### src/rtl/sram_mem_controller.sv
// Sequences one 32-bit MEM-stage load/store onto a 16-bit asynchronous SRAM as two
// half-word phases (low half, then high half), each held for WAIT_CYCLES+1 cycles.
//
// Ports:
//   clk, rst          rising-edge clock, asynchronous active-low reset
//   rd_en, wr_en      load/store request from EXE (store wins when both are high)
//   address           CPU byte address; BASE_ADDR maps to SRAM word 0
//   write_data        store data
//   read_data         load data, valid in the DONE cycle and held until the next load
//   ready             low while a request is outstanding; freezes the pipeline
//   sram_addr         SRAM half-word address
//   sram_dq_in        SRAM data bus, read side
//   sram_dq_out       SRAM data bus, write side
//   sram_dq_oe        high while the controller drives the data bus
//   sram_we_n         SRAM write strobe, active low
//   sram_oe_n         SRAM output enable, active low
module sram_mem_controller #(
    parameter int unsigned ADDR_W      = 18,
    parameter int unsigned WAIT_CYCLES = 1,
    parameter logic [31:0] BASE_ADDR   = 32'd1024
) (
    input  logic              clk,
    input  logic              rst,
    input  logic              rd_en,
    input  logic              wr_en,
    input  logic [31:0]       address,
    input  logic [31:0]       write_data,
    output logic [31:0]       read_data,
    output logic              ready,
    output logic [ADDR_W-1:0] sram_addr,
    input  logic [15:0]       sram_dq_in,
    output logic [15:0]       sram_dq_out,
    output logic              sram_dq_oe,
    output logic              sram_we_n,
    output logic              sram_oe_n
);

    localparam logic [1:0] StIdle = 2'd0;
    localparam logic [1:0] StLo   = 2'd1;
    localparam logic [1:0] StHi   = 2'd2;
    localparam logic [1:0] StDone = 2'd3;

    localparam logic [3:0] WaitLast = 4'(WAIT_CYCLES);

    logic [1:0]        state_d, state_q;
    logic [3:0]        cnt_d, cnt_q;
    logic [ADDR_W-2:0] word_d, word_q;
    logic [31:0]       data_d, data_q;
    logic              wr_d, wr_q;
    logic [31:0]       rdata_d, rdata_q;

    logic phase_last;
    logic in_phase;
    logic hi_phase;

    assign phase_last = (cnt_q == WaitLast);
    assign in_phase   = (state_q == StLo) || (state_q == StHi);
    assign hi_phase   = (state_q == StHi);

    always_comb begin
        state_d = state_q;
        cnt_d   = cnt_q;
        word_d  = word_q;
        data_d  = data_q;
        wr_d    = wr_q;
        rdata_d = rdata_q;
        case (state_q)
            StIdle: begin
                if (rd_en || wr_en) begin
                    // Out-of-range addresses simply wrap onto the SRAM.
                    word_d  = (ADDR_W-1)'((address - BASE_ADDR) >> 2);
                    data_d  = write_data;
                    wr_d    = wr_en;
                    cnt_d   = 4'd0;
                    state_d = StLo;
                end
            end
            StLo: begin
                if (phase_last) begin
                    cnt_d   = 4'd0;
                    state_d = StHi;
                    if (!wr_q) begin
                        rdata_d[15:0] = sram_dq_in;
                    end
                end else begin
                    cnt_d = cnt_q + 4'd1;
                end
            end
            StHi: begin
                if (phase_last) begin
                    cnt_d   = 4'd0;
                    state_d = StDone;
                    if (!wr_q) begin
                        rdata_d[31:16] = sram_dq_in;
                    end
                end else begin
                    cnt_d = cnt_q + 4'd1;
                end
            end
            StDone: begin
                // The pipeline register captures at this edge, so any request seen in
                // the following IDLE cycle is the next instruction's.
                state_d = StIdle;
            end
            default: begin
                state_d = StIdle;
            end
        endcase
    end

    always_ff @(posedge clk or negedge rst) begin
        if (!rst) begin
            state_q <= StIdle;
            cnt_q   <= 4'd0;
            word_q  <= '0;
            data_q  <= 32'd0;
            wr_q    <= 1'b0;
            rdata_q <= 32'd0;
        end else begin
            state_q <= state_d;
            cnt_q   <= cnt_d;
            word_q  <= word_d;
            data_q  <= data_d;
            wr_q    <= wr_d;
            rdata_q <= rdata_d;
        end
    end

    // Strobes decode only from registered state, so they are inactive outside LO/HI
    // and we_n/oe_n can never be low together.
    always_comb begin
        ready       = !((rd_en || wr_en) && (state_q != StDone));
        read_data   = rdata_q;
        sram_addr   = in_phase ? {word_q, hi_phase} : '0;
        sram_we_n   = !(in_phase && wr_q);
        sram_oe_n   = !(in_phase && !wr_q);
        sram_dq_oe  = in_phase && wr_q;
        sram_dq_out = 16'd0;
        if (in_phase && wr_q) begin
            sram_dq_out = hi_phase ? data_q[31:16] : data_q[15:0];
        end
    end

endmodule

### config.mk
export PLATFORM = sky130hd
export DESIGN_NAME = sram_mem_controller
export DESIGN_NICKNAME = d
export VERILOG_FILES = /design/src/rtl/sram_mem_controller.sv
export SDC_FILE = /design/constraint.sdc
export NUM_CORES = 1
export LEC_CHECK = 0
export CORE_MARGIN = 3
export CORE_UTILIZATION = 68
export DETAILED_ROUTE_END_ITERATION = 10
export DONT_BUFFER_PORTS = 1
export GPL_ROUTABILITY_DRIVEN = 0
export PLACE_DENSITY = 0.84
export SYNTH_ARGS = -nofsm -noshare
export SYNTH_HDL_FRONTEND = slang
export SYNTH_SLANG_ARGS = --single-unit
### constraint.sdc
create_clock -name clk -period 5.4 [get_ports clk]
set_input_delay 0.54 -clock clk [delete_from_list [all_inputs] [get_ports clk]]
set_output_delay 0.54 -clock clk [all_outputs]
set_load 0.01 [all_outputs]
==> run_1/clk_routes.png <==
(3 px per um)
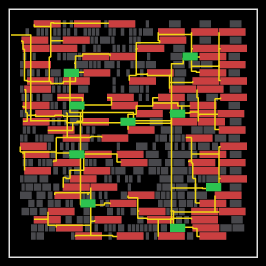
legend:
  clock wires:
    color: yellow
    length: 904 um
  clock drivers:
    color: green
    count: 9
  flip-flops:
    color: red
    count: 88
routed clock nets: 10
flops lie: all over the die

==> run_1/wires.png <==
(4 px per um)
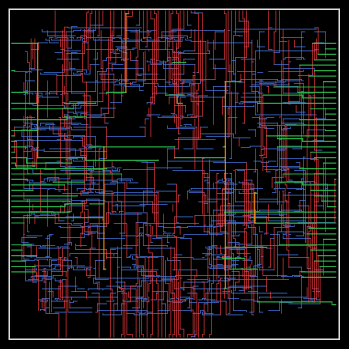
legend:
  metal 1:
    color: blue
    wire_length: 3020 um
  metal 2:
    color: red
    wire_length: 3810 um
  metal 4:
    color: orange
    wire_length: 138 um
  metal 3:
    color: green
    wire_length: 817 um

==> run notes, run 1 <==
The run finished with clean final reports. The final timing summary puts the cycle share of the worst path at 56.2%. The initialized floorplan defines 27 standard-cell rows. Slowest library cell on the worst path: sky130_fd_sc_hd__ha_1. With the fraction of layout cells with a size suffix above 1 at 15.2%, the total clock network power is 411 uW. Summed over all layers, the global routing overflow is 0. Global routing used 23.5% of the available tracks across all layers. The quantity of I/O buffers inserted on ports came out at 0. Timing endpoint of the critical path: sram_dq_out[4].

At floorplan, the net count of the design was reported as 477. The run gives 1230 uW as the flip-flop and latch power. The worst register-to-register path has a depth of 5.

The remaining max-slew budget at the tightest pin was 51.6%; the total via count after detailed routing was 2605. For the global-route wire length before repair, the log shows 11900 um. The die covers 0.00675 mm^2. In this run, power in combinational logic comes to 1030 uW.

For this run, the detailed router reports a per-instance via density of 5.66. In this run the tools logged warnings totalling 46. The tightest hold path in the finished design has a slack of 0.0914 ns. The worst stage delay on the critical path was 0.66 ns.

Combinational logic is responsible for 38.6% of the overall power. The cell accounting for the most synthesized area was sky130_fd_sc_hd__dfrtp_1. The number of maximum-capacitance constraint violations is 0, and the number of buffers inserted during clock tree synthesis is 9.

According to the floorplan report, the die height is 82.1 um. The launch point of the critical path was reported as state_q[1]$_DFFE_PN0P_. Per the post-synthesis report, the number of cells in the design is 385. As reported, the later end of the worst-skew pair has a clock insertion delay of 0.35 ns. The repair_antennas step left the layout with diodes totalling 0. The endpoint required time on the critical path was 4.86 ns. After synthesis, the cell types taking the most area are sky130_fd_sc_hd__dfrtp_1, sky130_fd_sc_hd__nand2_1, sky130_fd_sc_hd__mux2_2. Once the floorplan was initialized, standard cells occupied 70.7% of the core. The final sum of negative setup slack was 0 ns; the pin count of the biggest net entering global routing was 89.

Counting endpoints that fail hold in the final report gives 0. The tools report the final tally of setup violations as 0. Counting the warning lines in the Yosys log gives 0.

The hold buffer count at cts is 1. Highest metal layer used by the detailed router: met4. On the reported timing paths, the clock transition at the registers reads 0.09 ns. The switching share of power came out at 40.9%. The first routing iteration left 102 violations.

Per the layout area report, the combinational gate area comes to 0.00166 mm^2. The critical path runs through a total of 4 cells. The mapped netlist covers 0.00394 mm^2.

The number of H-tree levels is 3. The post-route clock skew is 0.0110 ns, and the transition at the pin with the smallest max-transition slack is 0.724 ns. The average footprint of a synthesized cell came out at 10.2 um^2. The tightest min-delay check is of the in -> async type. STA lists the maximum fanout along the critical path as 23. The tools report the clock network fraction of total power as 15.4%.

The final HPWL from detailed placement came out at 5390 um. Per Yosys stat, the portion of area used by sequential elements is 55.9%. Placed instance area: 0.00400 mm^2.

The count of buffering cells on the critical path with inverters included came out at 1. Post-CTS repair timing setup buffer count: 0. In the final design database the tool counted 475 nets. The most frequently used library cell after synthesis is sky130_fd_sc_hd__nand2_1.

STA classifies the critical path startpoint as a register. The net switching power figure was 1090 uW; the post-route standard cell area excluding fillers was 0.00421 mm^2. Maximum clock path buffer count: 2. Leading power group: sequential cells. For the worst setup path, the data arrival time is 2.50 ns. Sorting the synthesized cells by how often they occur yields sky130_fd_sc_hd__nand2_1, sky130_fd_sc_hd__dfrtp_1, sky130_fd_sc_hd__mux2_2, sky130_fd_sc_hd__nor2_1, sky130_fd_sc_hd__and2_1. The worst VDD IR drop from the latest analysis is 0.340 mV. In this run the critical register-to-register path is captured at state_q[1]$_DFFE_PN0P_. Once routing completed, OpenROAD measured the worst setup slack at 2.36 ns.

According to the CTS report, the clock sink count is 88. The most used logic cell in the final layout is sky130_fd_sc_hd__nand2_1. The run gives 0 as the number of antenna violations at the first check in global routing.

The reported leakage power is 0.00201 uW. In this run the clock root is driven by a sky130_fd_sc_hd__clkbuf_8. Number of storage elements in the synthesis netlist: 88. Global routing consumed, on the met1 layer, 29.0% of the routing resources.

With the power density of the placed cells at 634 mW/mm^2, the shortest clock period the worst path allows after layout is 3.04 ns. The run gives 46.1% for the share of power burned in registers. Max-slew check failures listed in the final report amount to 0. In this run the horizontal extent of the chip is 82.1 um. Post-CTS repair ended up resizing 0 cells. In this build the clock could be raised as far as 329 MHz.

The startpoint-to-endpoint class of the critical path was reg -> out. The number of global-route vias before repair was 2477. STA classifies the critical path endpoint as a primary output. Detailed-route DRC error count: 0. For the iteration count of the initial detailed-routing pass, the log shows 4. The yosys stat cell total was 385. With the total length of routed met2 wires at 3810 um, the area share of the largest cell type after synthesis is 55.9%. Per the timing report, the most critical flop-to-flop path originates at state_q[0]$_DFFE_PN0P_. Compared with the post-synthesis result, the final layout area differs by 6.70%. The count of cell types in the netlist is 33. Detailed routing placed a total of 817 um of wire on met3. The synthesized netlist has a Yosys-reported chip area of 0.00394 mm^2. The total placed cells including tap cells is 443. On the critical path the largest part of the delay comes from simple AND/OR/NAND/NOR gates. The met3 routing resource usage after global routing is 9.87%, and the reg-to-reg setup timing slack is 3.24 ns. The logs give 0 for the post-route antenna net violation count and 154 for the count of boundary I/O pins.

The global routing report lists met2 layer usage as 36.3%. For this block, wires on met1 add up to 3020 um. The cell sequence reported for the critical path is inv_1 > ha_1 > nand2_1 > nor2_1. In this run the most used layer during global routing was met2. The logs give 7790 um for the detailed-route wire length and 460 for the final cell count without fillers.

The share of async-settable or async-resettable flops after synthesis was 100%; the sequential standard cell area was 0.00220 mm^2. Measured on the finished design, the core utilization comes to 75.5%. TritonCTS built the clock tree. Setup repair after global routing left no endpoint under its margin. By instance count after routing, the leading logic cell types are sky130_fd_sc_hd__nand2_1, sky130_fd_sc_hd__dfrtp_1, sky130_fd_sc_hd__mux2_2, sky130_fd_sc_hd__nor2_1, sky130_fd_sc_hd__and2_1. The run gives 2.71 ns for the worst-case setup slack after placement.

Number of fill cells: 409. The run gives 16.9 um for the final routed wire length divided by cell count. The final power report lists total power as 2670 uW. The commonest register cell is sky130_fd_sc_hd__dfrtp_1. The tools report the total internal power as 1580 uW.

Yosys mapped a number of flops with a built-in enable equal to 0.
==> run_1/detail.png <==
Region (52, 11) to (72, 31) um. Cells in gray, sequential cells in the stronger gray; small squares are vias.
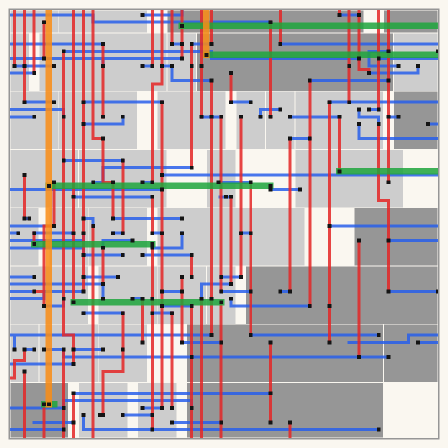
legend:
  metal 2:
    color: red
  metal 1:
    color: blue
  metal 4:
    color: orange
  metal 3:
    color: green
sequential cells in the window: 4
cells with their middle in the window: 29
most frequent: nand2_1 (5), dfrtp_1 (4)
netlist names of flops here include: `cnt_q` (2)

## run 1: cell type report
cell class,instances,share of cell area [%]
clock buffers,10,3.27
clock inverters,6,1.04
inverters,7,0.625
multi-input cells,273,39.4
flip-flops and latches,88,52.3
well taps,72,2.14
repair buffers,4,1.19
## run 1: state kept, by name, indices dropped and copies added (netlist names)
name / count
cnt_q: 4
data_q: 32
read_data: 32
state_q: 2
word_q: 17
wr_q: 1
## run 1: logic make-up after synthesis
| logic type | Yosys count | share of synthesized area [%] |
|---|---|---|
| compound gates | 27 | 4.19 |
| xor+xnor | 2 | 0.444 |
| fa+ha+maj | 8 | 2.54 |
| buf+inv | 24 | 2.41 |
| flops | 88 | 55.9 |
| mux | 49 | 13.5 |
| simple gates | 187 | 21.1 |
==> run_1/congestion.png <==
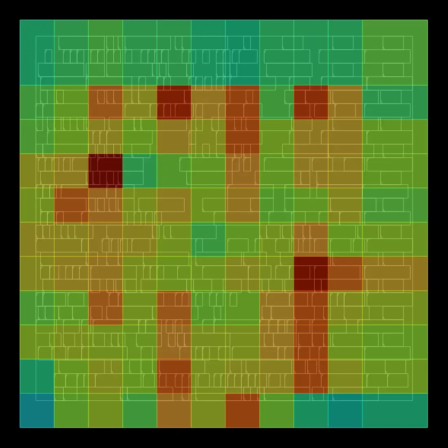

## Run 2: what changed since run 1
CORE_UTILIZATION = 63   (was 68)
PLACE_DENSITY = 0.79   (was 0.84)
clock period = 2.8 ns   (was 5.4 ns; I/O delays follow)
==> run_2/congestion.png <==
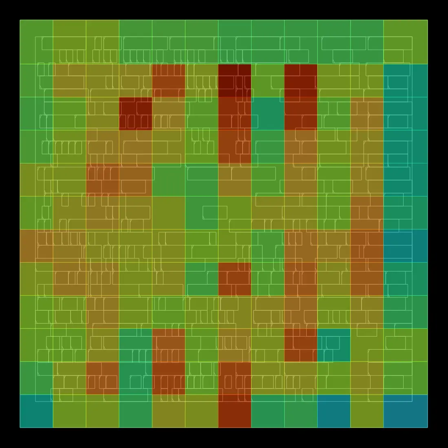
fraction of the core area covered by cells at the end of the flow: 71.3%
busiest metal layer after global routing: met2
met2 usage: 34.7%
met3 routing resource usage after global routing: 8.06%
overall routing resource usage: 21.9%

==> run notes, run 2 <==
The cell sequence reported for the critical path is inv_1 > ha_1 > nand2_1 > buf_4 > nor2_1. The number of storage elements in the synthesis netlist is 88, and the reg-to-reg setup timing slack is 0.67 ns. The number of standard-cell rows in the floorplan is 28, and the final HPWL from detailed placement is 5490 um.

The run gives 2000 uW for the power attributed to combinational cells. After clock tree synthesis, the clock-pin slew on the worst setup and hold paths is 0.09 ns. The logic depth of the worst setup path including buffers works out to 5. Per report_power, the combinational group accounts for 37.5% of the total. The highest metal layer used by the detailed router is met4. The run gives 857 um as the total length of routed met3 wires. Ranked by power, first place goes to sequential cells. Per the cell usage report, the commonest logic cells after layout are sky130_fd_sc_hd__nand2_1, sky130_fd_sc_hd__dfrtp_1, sky130_fd_sc_hd__mux2_2, sky130_fd_sc_hd__nor2_1, sky130_fd_sc_hd__and2_1.

The script extracted a net switching power of 2110 uW. Counting cells, the worst reg-to-reg path comes to 4. Per the CTS log, the root buffer master is sky130_fd_sc_hd__clkbuf_8.

The warning tally printed by Yosys for this design is 0. The run gives 23 for the highest fanout seen on the critical path. The number of antenna violations at the first check in global routing is 0.

The final routed wire length divided by cell count came out at 16.8 um. Once the clock tree was built, the resizer swapped 0 gates to a different size. Slowest library cell on the worst path: sky130_fd_sc_hd__ha_1.

The script logs the ratio of routed vias to standard cells as 5.66. The tools report the yosys stat cell total as 385. The count of cell types in the netlist is 33. Height of the die: 85.1 um.

The core region is 0.00599 mm^2. After synthesis, the cell types taking the most area are sky130_fd_sc_hd__dfrtp_1, sky130_fd_sc_hd__nand2_1, sky130_fd_sc_hd__mux2_2. Counting instances in the post-synthesis netlist gives the leading cell types as sky130_fd_sc_hd__nand2_1, sky130_fd_sc_hd__dfrtp_1, sky130_fd_sc_hd__mux2_2, sky130_fd_sc_hd__nor2_1, sky130_fd_sc_hd__and2_1. For the completed layout, the total cell area is recorded as 0.00427 mm^2.

TritonCTS reports the number of clock sinks as 88. The endpoint required time on the critical path was 2.52 ns. Cell internal power was estimated by the tool at 3220 uW. The flow reports an fmax of 420 MHz.

For the total chip power, the log shows 5320 uW. For this run, the leading register cell type out of synthesis is sky130_fd_sc_hd__dfrtp_1. The total tool warning count works out to 46.

The post-synthesis net count is 477. The final layout reports a setup TNS of 0 ns. Of the total power, the clock network draws 18.0%. In the global route stage, met1 resource usage came out at 27.3%. The worst setup path is captured at a primary output.

The largest single stage delay on the critical path is 0.67 ns. Per the OpenROAD floorplan log, the area of the die is 0.00724 mm^2. The residual overflow from global routing is 0. The type recorded for the worst min-delay path is in -> reg. At the placement stage, the worst setup path has a slack of 0.664 ns.

The number of enable-type register cells in the synthesized netlist was 0; the final worst slack was 0.418 ns. The tools report the number of pins exceeding their max-slew limit in the final report as 0. The logs give 0 for the number of maximum-capacitance constraint violations and 2.10 ns for the data arrival time of the worst path. The pre-antenna-repair detailed-routing pass consisted of 4 iterations. The hold-critical path depth was 2; the number of standard cells after synthesis was 385.

Share of async-settable or async-resettable flops after synthesis: 100%. Per the timing report, the most critical flop-to-flop path originates at state_q[1]$_DFFE_PN0P_. For hold timing, the worst endpoint is data_q[7]$_DFFE_PN0P_.

CTS added clock buffers totalling 9. The worst-skew pair later-pin latency was 0.34 ns. The final antenna diode tally reported by the flow is 0. The total via count after detailed routing was 2634. The total clock network power was 959 uW; the switching share of power was 39.6%.

After the first detailed-routing iteration, the DRC count stood at 149. The layout-stage area growth over the synthesis result is 8.35%. Setup repair after global routing left no endpoint under its margin. The tools report the count of boundary I/O pins as 154. TritonCTS built the clock tree. The share of power burned in registers was 44.5%. The worst register-to-register path ends at cnt_q[2]$_DFFE_PN0P_.

The run gives 0.00394 mm^2 for the total cell area reported by yosys after synthesis. The startpoint-to-endpoint class of the critical path was reg -> out. After the flow finishes, the layout carries non-filler instances totaling 465.

The combined area of all synthesized cells is 0.00394 mm^2. Per the detail_route log, met2 wirelength is 3770 um. The tools report the critical hold path startpoint as write_data[7]. The timing report notes that buffer and inverter cells on the critical path total 2.

The tools report the routed length on met1 as 3040 um. The area share of the largest cell type after synthesis works out to 55.9%. With the worst vdd rail ir drop at 0.702 mV, the final tally of setup violations is 0.

The detailed placer reported the number of placed instances as 447. Endpoints failing hold in the final report were tallied at 0. In this run the remaining antenna-violating nets after routing total 0. The post-CTS repair timing setup buffer count came out at 0. The placed instances occupy a cell area of 0.00401 mm^2.

Cell accounting for the most synthesized area: sky130_fd_sc_hd__dfrtp_1. The most frequently used library cell after synthesis is sky130_fd_sc_hd__nand2_1. Tracing the worst setup path back leads to its startpoint at state_q[1]$_DFFE_PN0P_. Of the cells placed in the final design, the portion with a size suffix greater than 1 is 15.4%. CTS reports a maximum clock tree buffer depth of 2.

The number of H-tree levels is 3, and the shortest clock period the worst path allows after layout is 2.38 ns. A synthesized cell averages 10.2 um^2. Summing the sequential cell areas from Yosys gives 55.9% of the chip area. The run finished with clean final reports.

The final clock period utilization by the worst path is 85.1%. The element type at the critical path start was a register. For the detailed-route wire length, the log shows 7800 um. The family of cells with the greatest summed delay on the critical path is adder cells. Hold is met by 0.0365 ns. The number of nets in the layout is 477. The run gives 0.675 ns for the transition at the pin with the smallest max-transition slack. The first global-routing pass estimated 12500 um of wire. Across all checked pins, the minimum headroom to the slew limit is 54.9%. In this run, post-CTS hold repair placed 2 buffers.

In this run, power in flip-flops and latches comes to 2370 uW. Following the worst setup path forward leads to its endpoint at sram_dq_out[15]. The leakage component of the power was reported as 0.00203 uW. For this design the ratio of total power to cell area is 1250 mW/mm^2.

For this run, design rule violations remaining after detail routing come to 0. The most common logic cell in the final layout is sky130_fd_sc_hd__nand2_1. The tools report the pin count of the biggest net entering global routing as 89. The run gives 65.8% as the core utilization before placement.

The horizontal extent of the die was 85.1 um; the quantity of I/O buffers inserted on ports was 0. For the post-route clock skew, the log shows 0.0123 ns. The number of global-route vias before repair came out at 2647.
==> run_2/detail.png <==
Region (54, 11) to (74, 31) um. Cells in gray, sequential cells in the stronger gray; small squares are vias.
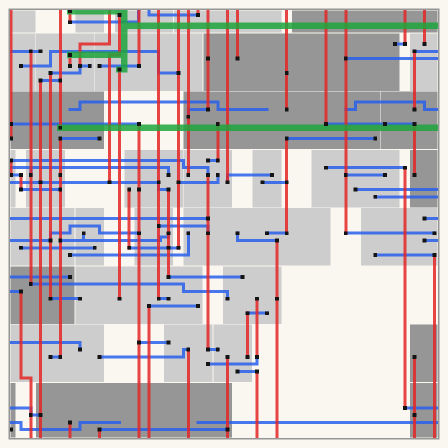
legend:
  metal 2:
    color: red
  metal 1:
    color: blue
  metal 3:
    color: green
sequential cells in the window: 3
cells with their middle in the window: 20
most frequent: dfrtp_1 (3)

run 2: cell count changes in the layout (fill, tap and decap cells not counted), sizes merged:
cell         previous run  this run
dlygate4sd3             0         1
bufinv                  0         2
clkbuf                 10         9
clkinv                  4         0
inv                     8        10
buf                     4         5
clkinvlp                1         2
run 2: cells by family after synthesis:
logic type	synth area share [%]
xor gates and xnor gates	0.444
buffers and inverters	2.41
and+or+nand+nor	21.1
DFF	55.9
muxes	13.5
AOI/OAI and AO/OA	4.19
adders and majority gates	2.54
run 2: area by class of cell:
class / instances / area (um^2)
clock inverter: 7 / 101
multi-input combinational: 273 / 1660
sequential: 88 / 2200
inverter: 7 / 26.3
fill: 440 / 1720
timing repair buffer: 6 / 67.6
clock buffer: 9 / 124
tap: 75 / 93.8
==> run_2/clk_routes.png <==
(3 px per um)
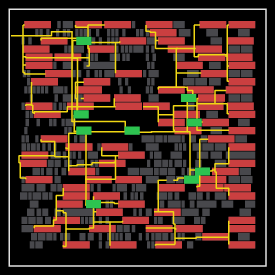

## Run 3: what changed since run 2
CORE_MARGIN = 2   (was 3)
CORE_UTILIZATION = 57   (was 63)
PLACE_DENSITY = 0.75   (was 0.79)
SKIP_CTS_REPAIR_TIMING = 1   (was default)
clock period = 1.9 ns   (was 2.8 ns; I/O delays follow)
==> run_3/clk_routes.png <==
(3 px per um)
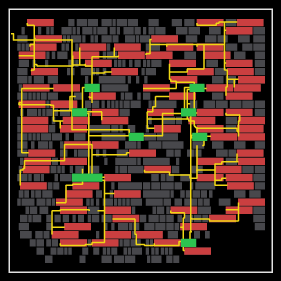
legend:
  clock wires:
    color: yellow
    length: 940 um
  flip-flops:
    color: red
    count: 88
  clock drivers:
    color: green
    count: 9
routed clock nets: 10

==> run_3/detail.png <==
Region (55, 12) to (75, 32) um. Cells in gray, sequential cells in the stronger gray; small squares are vias.
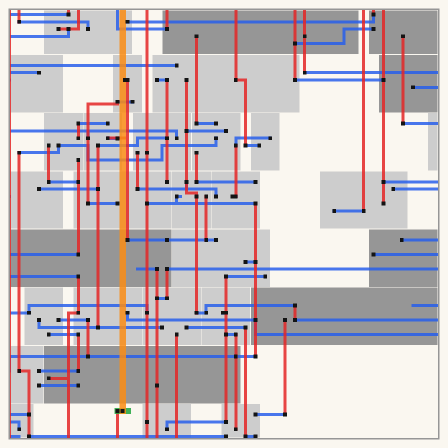
legend:
  metal 2:
    color: red
  metal 1:
    color: blue
  metal 4:
    color: orange
  metal 3:
    color: green
cells with their middle in the window: 26
sequential cells in the window: 4
most frequent: o21ai_0 (5), dfrtp_1 (4)
netlist names of flops here include: `cnt_q` (4)

==> run notes, run 3 <==
The detailed router finished its first iteration with 108 violations. The run gives 4 as the iteration count of the initial detailed-routing pass. The worst hold slack across all endpoints was -0.485 ns. Per the final layout report, the fraction of cells sized above drive strength 1 comes to 22.3%. Per the TritonCTS log, the buffer count is 9.

Leaving out fill and tap cells, the most frequent cells in the layout are sky130_fd_sc_hd__nand2_1, sky130_fd_sc_hd__dfrtp_1, sky130_fd_sc_hd__dlygate4sd3_1, sky130_fd_sc_hd__mux2_2, sky130_fd_sc_hd__and2_1. The post-synthesis xor/xnor area fraction was 0.444%; the post-CTS clock slew at the launch and capture registers of the worst setup and hold paths was 0.10 ns. The run gives 4100 uW for the power attributed to combinational cells. Along the critical path, the tally of buffer and inverter instances is 4. In this run the layout overhead on the synthesized area is reported as 30.9%.

The run gives 2717 for the number of global-route vias before repair. The worst-skew pair later-pin latency came out at 0.36 ns. The clock network fraction of total power was 13.7%. Sorting the synthesized cells by area gives the leading types as sky130_fd_sc_hd__dfrtp_1, sky130_fd_sc_hd__nand2_1, sky130_fd_sc_hd__mux2_2. The run gives 436 as the number of fill cells. The final routed wire length divided by cell count came out at 16.9 um.

The floorplan has 30 rows. For the worst setup path, the data arrival time is 1.70 ns. The reg-to-reg critical path startpoint is cnt_q[1]$_DFFE_PN0P_.

The tools report the placed instance area as 0.00412 mm^2. Ranked by instance count, the synthesized netlist is headed by sky130_fd_sc_hd__nand2_1, sky130_fd_sc_hd__dfrtp_1, sky130_fd_sc_hd__mux2_2, sky130_fd_sc_hd__nor2_1, sky130_fd_sc_hd__and2_1. For the number of maximum-capacitance constraint violations, the log shows 0. Depth of the worst register-to-register path: 5.

The post-synthesis net count was 477; the count of boundary I/O pins was 154. The Yosys step of the flow raised 0 warnings. The peak clock frequency supported by timing came out at 528 MHz.

Per the final timing report, the hold violations number 89. In the synthesized netlist, mux cells make up 13.5% of the area. TritonCTS built the clock tree.

The synthesized netlist occupies a cell area of 0.00394 mm^2. The critical path runs through a total of 7 cells. Per the detail_route report, DRC violations left total 0.

The capturing element type of the critical path is a primary output. The most used flip-flop cell is sky130_fd_sc_hd__dfrtp_1. The tools report the detailed-route wire length as 9210 um. The logs give 58.4% for the core utilization before placement and 8870 uW for the total chip power. The first global-routing pass estimated 12200 um of wire. The run gives 0 as the number of antenna violations at the first check in global routing. The run finished, with violations left. The run gives 0.00516 mm^2 as the post-route standard cell area excluding fillers.

The run gives 40.1% as the share of power burned in registers. The power report lists cell-internal power as 5240 uW. According to the floorplan report, the placeable core area is 0.00676 mm^2. The quantity of I/O buffers inserted on ports came out at 0. The horizontal extent of the die is 87.2 um. Max fanout on the critical path was recorded as 5. The worst setup path is of the reg -> out kind. In the finished design, the share of the clock period the worst path needs comes to 99.6%. Counting tap cells, the placed design contains a total of 464 instances.

The tools report the timing endpoint of the critical path as sram_dq_out[15]. Summed over all sequential cells, the power is 3560 uW. The routed design shows a via density per instance of 5.47. Per the post-place timing report, worst setup slack is 0.0630 ns. The gate-level netlist out of Yosys references 33 unique cell types.

For this run, the chip area from Yosys synthesis comes to 0.00394 mm^2. For this block, the via count after detailed routing is 2986. Entering global routing, the biggest net connects 89 pins. The clock period could shrink to 1.89 ns. Setup slack closes at 0.00706 ns. The number of H-tree levels was 3.

The family of cells with the greatest summed delay on the critical path is buffers and inverters. With the yosys stat cell total at 385, the endpoint required time on the critical path is 1.71 ns. For the final tally of setup violations, the log shows 0.

From bottom edge to top edge, the die measures 87.2 um. Per the CTS log, the buffer count on the longest clock path is 2. The total clock network power came out at 1220 uW. Among all stages on the critical path, the largest delay is contributed by sky130_fd_sc_hd__dfrtp_1. The final layout reports a setup TNS of 0 ns. The run gives 1720 mW/mm^2 for the power density of the placed cells. The finished layout holds 546 standard cells, fillers aside.

Number of enable-type register cells in the synthesized netlist: 0. Setup repair after global routing could not meet its margin everywhere. With the final HPWL from detailed placement at 5370 um, the number of pins exceeding their max-slew limit in the final report is 0. The number of clock sinks seen by CTS was 88; the net switching power figure was 3630 uW. For the pin with the worst max-slew slack, the measured transition is 0.753 ns. The synthesized-area fraction occupied by ao, oa, aoi and oai cells works out to 4.19%.

For the worst vdd rail ir drop, the log shows 0.966 mV. The worst stage delay on the critical path came out at 0.40 ns. The share of async-settable or async-resettable flops after synthesis came out at 100%. The checks that failed: hold timing.

The cell sequence reported for the critical path is inv_2 > ha_4 > buf_6 > nand2_8 > buf_8 > nor2_2 > buf_4. The element type at the critical path start is a register. The worst setup path startpoint is state_q[0]$_DFFE_PN0P_.

Largest non-sequential cell family by area: simple AND/OR/NAND/NOR gates. The number of nets in the layout came out at 553. The average footprint of a synthesized cell was 10.2 um^2; the final standard cell utilization of the core was 76.4%. The run gives 0.04 ns for the reg-to-reg setup timing slack.

The tools report the library cell used as clock root buffer as sky130_fd_sc_hd__clkbuf_8. The reported leakage power is 0.00238 uW, and the total tool warning count is 48. The dominant power group in this design is combinational logic. The cell count after synthesis came out at 385. According to the floorplan report, the total die area is 0.00760 mm^2. The tools report the post-route antenna net violation count as 0.
==> run 3: kinds of logic after synthesis <==
logic type	Yosys count
AOI/OAI and AO/OA	27
and+or+nand+nor	187
buffers and inverters	24
xor gates and xnor gates	2
adders and majority gates	8
DFF	88
muxes	49
==> run 3: layout make-up <==
class | instances | area (um^2) | area share [%]
Clock buffer | 9 | 124 | 2.40
Tap cell | 80 | 100 | 1.94
Multi-Input combinational cell | 273 | 1790 | 34.7
Inverter | 7 | 26.3 | 0.509
Sequential cell | 88 | 2200 | 42.7
Clock inverter | 7 | 63.8 | 1.24
Timing Repair Buffer | 82 | 852 | 16.5
==> run 3: metal layers <==
layer	global-route usage (%)	part of all wire [%]	up-vias
li1	-	-	1409
met1	25.2	40	1460
met2	33.8	52	103
met3	5.40	5.8	14
met4	8.11	1.7	0
met5	0	0	-
Power and IR drop assume default switching activity.
